File: src/rtl/imem_loader_if.sv
`default_nettype none
// +----------------------------------------------------------------------------+
// | Module      : imem_loader_if                                              |
// | Description : Boot-stream and instruction-memory write bundle for the     |
// |               imem loader.                                                |
// |   in_data/in_valid/in_ready : byte stream in (valid/ready handshake)      |
// |   wr_en/wr_addr/wr_data     : single-cycle instruction-memory write       |
// |   master : loader side      slave : stream source / memory side          |
// | Revision    : 1.0 - initial release                                       |
// +----------------------------------------------------------------------------+
interface imem_loader_if #(
  parameter int ADDR_W = 10
);
  logic [7:0]        in_data;
  logic              in_valid;
  logic              in_ready;
  logic              wr_en;
  logic [ADDR_W-1:0] wr_addr;
  logic [31:0]       wr_data;

  modport master (
    input  in_data, in_valid,
    output in_ready, wr_en, wr_addr, wr_data
  );

  modport slave (
    output in_data, in_valid,
    input  in_ready, wr_en, wr_addr, wr_data
  );
endinterface
`default_nettype wire

File: src/rtl/imem_loader.sv
`default_nettype none
// +----------------------------------------------------------------------------+
// | Module      : imem_loader                                                 |
// | Description : Boot-time instruction-memory writer. Takes a 16-bit LE word |
// |               count followed by the payload bytes, packs every 4 bytes    |
// |               into an LE 32-bit word written from address 0 upwards, and  |
// |               holds the core in reset until the image is complete.        |
// |   clk, rst      : clock, asynchronous active-high reset                   |
// |   start         : re-arm pulse (honoured in DONE / ERR only)              |
// |   bus           : stream input + memory write port (master modport)       |
// |   cpu_rst       : core reset hold, low only in DONE                       |
// |   done, err     : status flags                                            |
// |   words_written : words written by the current load                       |
// | Revision    : 1.0 - initial release                                       |
// +----------------------------------------------------------------------------+
module imem_loader #(
  parameter int ADDR_W = 10
) (
  input  wire                clk,
  input  wire                rst,
  input  wire                start,
  imem_loader_if.master      bus,
  output logic               cpu_rst,
  output logic               done,
  output logic               err,
  output logic [ADDR_W:0]    words_written
);

  // Length comparisons are carried out at the wider of the two widths so
  // neither the 16-bit count nor the capacity is ever truncated.
  localparam int CMP_W = (ADDR_W + 1 > 16) ? ADDR_W + 1 : 16;
  localparam logic [CMP_W-1:0] C_CAPACITY = CMP_W'(1) << ADDR_W;

  typedef enum logic [2:0] {
    LEN_LO  = 3'd0,
    LEN_HI  = 3'd1,
    DATA    = 3'd2,
    DONE_ST = 3'd3,
    ERR_ST  = 3'd4
  } state_t;

  state_t            r_state;
  state_t            w_next_state;

  logic              r_in_ready;
  logic              r_wr_en;
  logic [ADDR_W-1:0] r_wr_addr;
  logic [31:0]       r_wr_data;
  logic [ADDR_W:0]   r_words;
  logic [15:0]       r_len;
  logic [1:0]        r_byte_idx;
  logic [23:0]       r_asm;          // bytes 0..2 of the word in progress

  logic              w_accept;
  logic              w_write_word;
  logic              w_last_word;
  logic [CMP_W-1:0]  w_len_full;     // count as seen on the LEN_HI transfer

  assign w_accept    = r_in_ready & bus.in_valid;
  assign w_len_full  = CMP_W'({bus.in_data, r_len[7:0]});
  assign w_last_word = (CMP_W'(r_words) + CMP_W'(1)) == CMP_W'(r_len);

  // State register
  always_ff @(posedge clk or posedge rst) begin
    if (rst) r_state <= LEN_LO;
    else     r_state <= w_next_state;
  end

  // Next-state and status decode
  always_comb begin
    w_next_state = r_state;
    w_write_word = 1'b0;
    cpu_rst      = 1'b1;
    done         = 1'b0;
    err          = 1'b0;
    case (r_state)
      LEN_LO: begin
        if (w_accept) w_next_state = LEN_HI;
      end
      LEN_HI: begin
        if (w_accept) begin
          if (w_len_full == '0)              w_next_state = DONE_ST;
          else if (w_len_full > C_CAPACITY)  w_next_state = ERR_ST;
          else                               w_next_state = DATA;
        end
      end
      DATA: begin
        if (w_accept && r_byte_idx == 2'd3) begin
          w_write_word = 1'b1;
          // The final write and the DONE entry share the same edge.
          if (w_last_word) w_next_state = DONE_ST;
        end
      end
      DONE_ST: begin
        cpu_rst = 1'b0;
        done    = 1'b1;
        if (start) w_next_state = LEN_LO;
      end
      ERR_ST: begin
        err = 1'b1;
        if (start) w_next_state = LEN_LO;
      end
      default: w_next_state = LEN_LO;
    endcase
  end

  // Datapath. in_ready is registered from the next state so it stays low
  // throughout reset and rises on the first edge after release.
  always_ff @(posedge clk or posedge rst) begin
    if (rst) begin
      r_in_ready <= 1'b0;
      r_wr_en    <= 1'b0;
      r_wr_addr  <= '0;
      r_wr_data  <= '0;
      r_words    <= '0;
      r_len      <= '0;
      r_byte_idx <= '0;
      r_asm      <= '0;
    end else begin
      r_in_ready <= (w_next_state == LEN_LO) || (w_next_state == LEN_HI) ||
                    (w_next_state == DATA);
      r_wr_en    <= w_write_word;

      if (r_state == LEN_LO && w_accept) r_len[7:0]  <= bus.in_data;
      if (r_state == LEN_HI && w_accept) r_len[15:8] <= bus.in_data;

      if (r_state == DATA && w_accept) begin
        r_byte_idx <= r_byte_idx + 2'd1;
        case (r_byte_idx)
          2'd0:    r_asm[7:0]   <= bus.in_data;
          2'd1:    r_asm[15:8]  <= bus.in_data;
          2'd2:    r_asm[23:16] <= bus.in_data;
          default: ;             // byte 3 goes straight into wr_data
        endcase
      end

      if (w_write_word) begin
        r_wr_addr <= r_words[ADDR_W-1:0];
        r_wr_data <= {bus.in_data, r_asm};
        r_words   <= r_words + (ADDR_W + 1)'(1);
      end

      if ((r_state == DONE_ST || r_state == ERR_ST) && start) begin
        r_words    <= '0;
        r_byte_idx <= '0;
        r_asm      <= '0;
        r_len      <= '0;
      end
    end
  end

  assign bus.in_ready  = r_in_ready;
  assign bus.wr_en     = r_wr_en;
  assign bus.wr_addr   = r_wr_addr;
  assign bus.wr_data   = r_wr_data;
  assign words_written = r_words;

endmodule
`default_nettype wire

File: src/flat_wrapper.sv
// flat-port wrapper written by rule: the top's interface ports become plain ports
module imem_loader_flat 
#(
  parameter int ADDR_W = 10
)
  (clk, rst, start, cpu_rst, done, err, words_written, bus_in_data, bus_in_valid, bus_in_ready, bus_wr_en, bus_wr_addr, bus_wr_data);
  imem_loader_if #(.ADDR_W(ADDR_W)) bus_i ();
  input  wire clk;
  input  wire rst;
  input  wire start;
  output logic cpu_rst;
  output logic done;
  output logic err;
  output logic [ADDR_W:0] words_written;
  input wire logic [$bits(bus_i.in_data)-1:0] bus_in_data;
  input wire logic [$bits(bus_i.in_valid)-1:0] bus_in_valid;
  output wire logic [$bits(bus_i.in_ready)-1:0] bus_in_ready;
  output wire logic [$bits(bus_i.wr_en)-1:0] bus_wr_en;
  output wire logic [$bits(bus_i.wr_addr)-1:0] bus_wr_addr;
  output wire logic [$bits(bus_i.wr_data)-1:0] bus_wr_data;
  assign bus_i.in_data = bus_in_data;
  assign bus_i.in_valid = bus_in_valid;
  assign bus_in_ready = bus_i.in_ready;
  assign bus_wr_en = bus_i.wr_en;
  assign bus_wr_addr = bus_i.wr_addr;
  assign bus_wr_data = bus_i.wr_data;
  imem_loader #(.ADDR_W(ADDR_W)) u_core (.clk(clk), .rst(rst), .start(start), .bus(bus_i), .cpu_rst(cpu_rst), .done(done), .err(err), .words_written(words_written));
endmodule
File: config.mk
export PLATFORM = sky130hd
export DESIGN_NAME = imem_loader_flat
export DESIGN_NICKNAME = d
export VERILOG_FILES = /design/src/rtl/imem_loader_if.sv /design/src/rtl/imem_loader.sv /design/src/flat_wrapper.sv
export SDC_FILE = /design/constraint.sdc
export NUM_CORES = 1
export LEC_CHECK = 0
export CAP_MARGIN = 30
export CORE_ASPECT_RATIO = 0.9
export CORE_MARGIN = 2
export CORE_UTILIZATION = 25
export CTS_CLUSTER_DIAMETER = 100
export DETAILED_ROUTE_END_ITERATION = 10
export SLEW_MARGIN = 15
export SYNTH_ARGS = -nofsm -noshare
export SYNTH_HDL_FRONTEND = slang
export SYNTH_SLANG_ARGS = --single-unit
File: constraint.sdc
create_clock -name clk -period 4.58 [get_ports clk]
set_input_delay 0.916 -clock clk [delete_from_list [all_inputs] [get_ports clk]]
set_output_delay 0.916 -clock clk [all_outputs]
set_load 0.01 [all_outputs]
**Run 1: the clock network**

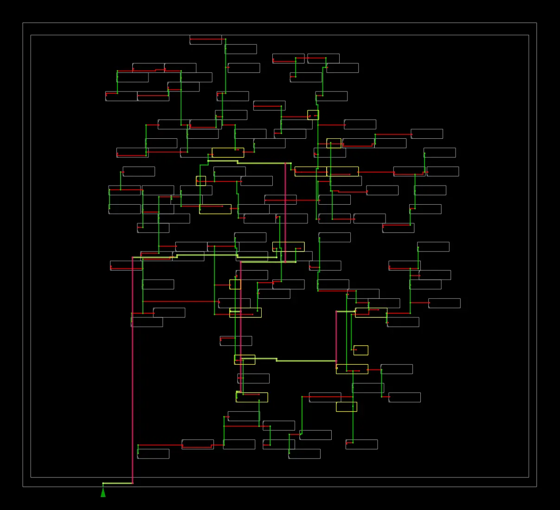
clk_buf instances: 9
Layout Skew: 0.0101 ns
number of sinks on the clock net: 100

**Run 1: the metal 3 layer**

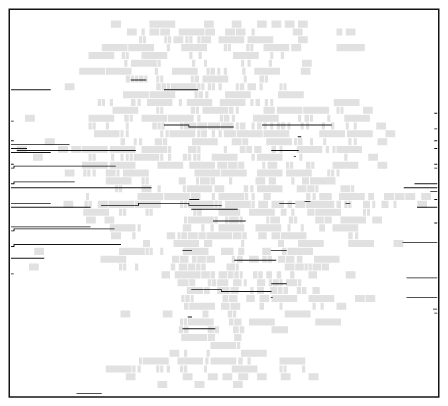
The longest straight run is 48.5 um. 47 nets have wire on it. The layer holds 5.3% of the routed length. The wires run mostly horizontal.

**Run 1: routed clock nets over the placement**

The bar under the picture is 50 um long.
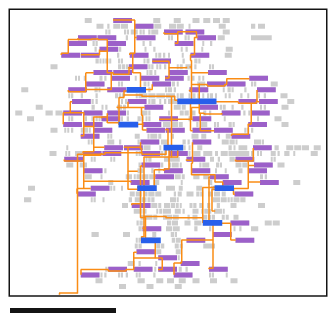
clock wires: shown in orange, length 1350 um. flip-flops: shown in purple, count 100. clock-net drivers: shown in blue, count 9.
There are 10 routed clock nets.
Clock group: 0.000775 W
clock share of power: 0.339
clk latency late pin: 0.36 ns

==> results.py, run 1 <==
# Generated from Yosys and OpenROAD reports
metrics = {
    "floorplan": {
        "num_io_pins": 70,
        "fp_util": 0.255,
        "die-area_um2": 19900,
        "coreArea_um2": 18400,
        "core.rowCount": 47,
        "die_w_um": 149,
        "fp.dieH_um": 134,
    },
    "synthesis": {
        "synth.avg_cell_area_um2": 9.02,
        "synthArstFlopShare": 1.00,
        "yosys-top-cells-count": "nand2_1 (188), dfrtp_1 (100), a21oi_1 (36)",
        "yosys_warnings": 0,
        "yosys_area_um2": 4700,
        "yosysUniqueCellTypes": 52,
        "synth-main-ff-cell": "dfrtp_1",
        "ys.flops": 100,
        "yosys_cells": 521,
        "synth_area_um2": 4700,
        "synth_cells": 521,
        "largest_area_cell": "dfrtp_1",
        "syn_nets": 538,
        "synth-edff-count": 0,
        "most_common_cell": "nand2_1",
        "synthDominantCellAreaShare": 0.532,
        "synth.yosys.seq_area_share": 0.532,
    },
    "routing": {
        "ant_nets": 0,
        "avgRoutedWirePerCell_um": 15.1,
        "drc": 0,
        "vias_per_cell": 4.50,
        "wl_um": 12500,
        "drtPass1Iterations": 4,
        "drtIter0Drc": 226,
        "dr_total_vias": 3722,
    },
    "setup_path": {
        "reg2reg_depth": 7,
        "startpoint_type": "flip-flop",
        "crit_path_end_kind": "output port",
        "rrSetupSlack_ns": 1.99,
        "worstPathRequired_ns": 3.66,
        "cp.arrival_ns": 1.85,
        "path_class": "reg -> out",
        "critPathMaxFanout": 11,
        "r2r-start": "u_core.words_written[0]",
        "r2r_end": "u_core.bus.in_ready",
        "startpoint": "u_core.r_state[0]",
    },
    "grt": {
        "grt_max_degree": 59,
        "track_usage": 0.128,
        "grt_pass1_vias": 3558,
        "grt_antenna_before_repair": 0,
        "grt_pass1_wl_um": 20100,
        "overflow": 0,
    },
    "final_timing": {
        "finalHoldViolations": 0,
        "final.setup.tns_ns": 0,
        "fmax_mhz": 361,
        "hold_ws_ns": 0.472,
        "finalClockPeriodUsage": 0.605,
        "slew_headroom": 0.559,
        "rsz0062_at_grt": "no",
        "setup_violations": 0,
        "min_period_ns": 2.77,
        "slew_violations": 0,
        "tightest_slew_ns": 0.661,
    },
    "hold_path": {
        "hp-start": "u_core.bus.wr_addr[8]",
        "holdPathEnd": "u_core.bus.wr_addr[8]",
        "hp-class": "reg -> reg",
        "hold_depth": 2,
    },
    "job": {
        "cap_violations": 0,
        "tool_warnings": 29,
    },
    "clock_network": {
        "cts_tree": "built",
        "post_cts_buffers": 0,
        "cts.clk_slew.worst_paths_ns": 0.07,
        "clockBufferDepth": 2,
        "h-tree-depth": 3,
        "ctsHoldBuffers": 0,
        "numCtsBuffers": 9,
        "ctsResizeCount": 0,
        "cts-root-buf": "clkbuf_16",
    },
    "pwr": {
        "power_density_nw_per_um2": 387,
        "peakVddDrop_mv": 0.213,
        "leakage_nw": 2.71,
    },
    "layout": {
        "syn_to_final_growth_pct": 25.9,
        "drive_above_1_share": 0.0636,
        "final_nets": 594,
        "diodes": 0,
        "fill_cells": 1900,
    },
    "place": {
        "place_congestion": 0.829,
        "port_buffers": 69,
        "place_hpwl_um": 8420,
    },
    "outcome": {
        "status": "complete, no violations",
    },
}
-- run 1: area by class of cell --
cell class	instances	area [um2]	share of cell area
Sequential cell	100	2500	0.423
Multi-Input combinational cell	379	2000	0.337
Timing Repair Buffer	77	771	0.130
Tap cell	245	307	0.0518
Clock buffer	9	225	0.0380
Clock inverter	7	80.1	0.0135
Inverter	10	40.0	0.00676
-- run 1: logic make-up after synthesis --
kind of cell	after synthesis	synth area share
AND-OR/OR-AND	80	0.106
XOR/XNOR	15	0.0279
adder cells (fa/ha/maj)	5	0.0133
buffers and inverters	42	0.0450
flip-flops	100	0.532
multiplexers	15	0.0319
AND/OR/NAND/NOR	264	0.243
-- run 1: routing by layer --
metal	vias up	track usage	wire, um
met3	13	0.0333	660
met4	0	0.0407	163
li1	1830	-	-
met1	1808	0.195	6330
met5	-	0	0
met2	71	0.174	5310
-- run 1: where the power goes --
| group | internal [W] | total (W) | switching (W) |
|---|---|---|---|
| Sequential | 0.000970 | 0.00109 | 0.000118 |
| Combinational | 0.000200 | 0.000427 | 0.000227 |
| Clock | 0.000389 | 0.000775 | 0.000386 |
-- run 1: worst max path at each step --
stage | to | slack [ns] | cells after the start
2_1_floorplan | u_core.bus.in_ready | 1.05 | 1
3_3_place_gp | u_core.bus.in_ready | 1.58 | 7
3_5_place_dp | u_core.bus.in_ready | 1.57 | 7
4_1_cts | err | 1.83 | 2
5_1_grt | err | 1.70 | 2
6_report | err | 1.81 | 2
-- run 1: placed cells by master, fill, tap and decap left out, drive strengths merged, types with 2 or more instances in the layout --
master and n:
nand2 188, dfrtp 100, clkdlybuf4s50 69, a21oi 36
nor2 35, o21ai 17, mux2i 15, inv 13
xnor2 12, clkbuf 9, o31ai 8, buf 8
and2 7, nand3 6, nor2b 5, ha 5
a31oi 4, nand4 4, nor3 4, nor4 4
xor2 3, clkinv 3, and4b 2, nor3b 2
nand3b 2, a22o 2, and4 2, a211o 2
a21o 2
-- run 1: state kept, by name, summed over array words and instances (netlist names) --
signal and count:
u_core.bus.wr_data 32, u_core.r_asm 24, u_core.r_len 16, u_core.words_written 11, u_core.bus.wr_addr 10, u_core.r_state 3, u_core.r_byte_idx 2, u_core.bus.in_ready 1
u_core.bus.wr_en 1
-- run 1: metrics by stage --
step / power [W] / instance area, um2 / std cells / util / setup WS (ns)
final: 0.00229 / 5920 / 827 / 0.322 / 1.81
after global routing: 0.00241 / 5920 / 827 / 0.322 / 1.70
after CTS: 0.00231 / 5920 / 827 / 0.322 / 1.83
after detailed placement: 0.00153 / 5620 / 811 / 0.305 / 1.57
after global placement: 0.00153 / 5590 / 810 / 0.304 / 1.58
after floorplan: 0.00141 / 4700 / 521 / - / 1.05
-- run 1: critical path, cell delays in order, from the launching register on --
cell and delay, ns:
dfrtp_1 0.52, nor3b_1 0.39, clkdlybuf4s50_1 0.60
==> inputs of run 2 (changes only) <==
==> constraint.sdc (replaced) <==
create_clock -name clk -period 2.8 [get_ports clk]
set_input_delay 0.56 -clock clk [delete_from_list [all_inputs] [get_ports clk]]
set_output_delay 0.56 -clock clk [all_outputs]
set_load 0.01 [all_outputs]
**Run 2: layout detail**

Window x 54 to 94, y 47 to 87 um. Cells in gray, sequential cells in the stronger gray; small squares are vias.
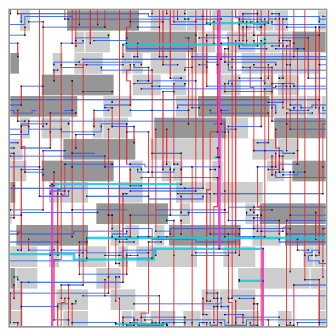
M1: shown in blue. M2: shown in red. M3: shown in cyan. M4: shown in magenta.
Netlist names of flops here include `u_core.r_len` (11), `u_core.r_state` (2). 96 logic cells have their middle in the window. Most frequent: nor2_1 (18), dfrtp_1 (14), mux2i_1 (9). Sequential cells in the window: 14.

==> results.py, run 2 <==
# Generated from Yosys and OpenROAD reports
metrics = {
    "clock_network": {
        "cts-root-buf": "clkbuf_16",
        "clock_latency_ns": 0.36,
        "cts_tree": "built",
        "ctsHoldBuffers": 0,
        "cts.sinks": 100,
    },
    "setup_path": {
        "startpoint_type": "flip-flop",
        "crit_path_end": "done",
        "path_class": "reg -> out",
        "cp.arrival_ns": 1.81,
        "reg2reg_depth": 6,
        "r2r-start": "u_core.words_written[2]",
        "r2r_end": "u_core.bus.in_ready",
        "crit_path_end_kind": "output port",
    },
    "layout": {
        "diodes": 0,
        "final_nets": 608,
        "final_cell_mix": "nand2_1 (187), dfrtp_1 (100), clkdlybuf4s50_1 (69)",
        "syn_to_final_growth_pct": 28.1,
        "lay_top_count": "nand2_1",
    },
    "grt": {
        "track_usage": 0.131,
        "grt_pass1_wl_um": 20700,
        "overflow": 0,
    },
    "pwr": {
        "leakage_nw": 2.76,
        "finalPower_w": 0.00374,
    },
    "routing": {
        "ant_nets": 0,
        "avgRoutedWirePerCell_um": 14.9,
        "wl_um": 12600,
        "drtIter0Drc": 244,
    },
    "final_timing": {
        "setup_violations": 0,
        "slew_headroom": 0.606,
        "tightest_slew_ns": 0.590,
        "final.setup.tns_ns": 0,
        "finalClockSkew_ns": 0.0181,
    },
    "synthesis": {
        "yosys_warnings": 0,
        "synth-main-ff-cell": "dfrtp_1",
        "most_common_cell": "nand2_1",
        "syn_nets": 538,
        "synth-edff-count": 0,
        "ys.flops": 100,
        "synthDominantCellAreaShare": 0.532,
        "synth_cells": 521,
        "synth.yosys.seq_area_share": 0.532,
    },
    "outcome": {
        "status": "complete, no violations",
    },
    "hold_path": {
        "hold_depth": 2,
        "hp-class": "reg -> reg",
    },
    "job": {
        "cap_violations": 0,
    },
    "place": {
        "port_buffers": 69,
    },
    "floorplan": {
        "coreArea_um2": 18400,
        "core.rowCount": 47,
    },
}
[run 2: final cells by class]
class                           count  area (um2)  share of cell area
Clock buffer                        9         225              0.0374
Timing Repair Buffer               91         881               0.146
Multi-Input combinational cell    379        2000               0.332
Sequential cell                   100        2500               0.416
Inverter                           10        41.3             0.00686
Clock inverter                      7        68.8              0.0114
Tap cell                          245         307              0.0509
[run 2: metal layers]
layer	GRT usage	wire length [um]	vias to the layer above
li1	-	-	1855
met1	0.194	6500	1807
met2	0.184	5260	71
met3	0.0347	638	12
met4	0.0402	160	0
met5	0	0	-
[run 2: how the worst min path moves through the flow]
stage / slack (ns) / start / to
2_1_floorplan: 0.44 / u_core.r_asm[0] / u_core.bus.wr_data[0]
3_3_place_gp: 0.46 / u_core.r_asm[0] / u_core.bus.wr_data[0]
3_5_place_dp: 0.46 / u_core.r_asm[0] / u_core.bus.wr_data[0]
4_1_cts: 0.48 / u_core.r_asm[0] / u_core.bus.wr_data[0]
5_1_grt: 0.50 / u_core.bus.wr_data[24] / u_core.bus.wr_data[24]
6_report: 0.48 / u_core.r_asm[4] / u_core.bus.wr_data[4]
[run 2: critical path, cell delays in order (launching register included)]
cell	delay (ns)
dfrtp_1	0.51
nor2b_1	0.20
nand2_1	0.10
inv_1	0.11
clkdlybuf4s50_1	0.54
[run 2: report_power, final]
part / switching (W) / total, W / internal [W]
logic: 0.000381 / 0.000724 / 0.000343
registers: 0.000185 / 0.00177 / 0.00159
clock network: 0.000615 / 0.00124 / 0.000626
[run 2: logic make-up after synthesis]
group / count (synthesis) / share of synthesized area
DFF: 100 / 0.532
buffers and inverters: 42 / 0.0450
and+or+nand+nor: 264 / 0.243
adders and majority gates: 5 / 0.0133
AOI/OAI and AO/OA: 80 / 0.106
xor gates and xnor gates: 15 / 0.0279
muxes: 15 / 0.0319
[run 2: per-stage QoR]
step | cell area, um2 | utilization | setup WS, ns | hold slack, ns | cells
6_report | 6020 | 0.327 | 0.432 | 0.476 | 841
5_1_grt | 6020 | 0.327 | 0.308 | 0.505 | 841
4_1_cts | 6020 | 0.327 | 0.413 | 0.477 | 841
3_5_place_dp | 5730 | 0.311 | 0.308 | 0.458 | 825
3_3_place_gp | 5730 | 0.311 | 0.302 | 0.457 | 825
2_1_floorplan | 4710 | - | 0.889 | 0.439 | 521
No activity file was given, so power comes from the tool's default toggle rates.
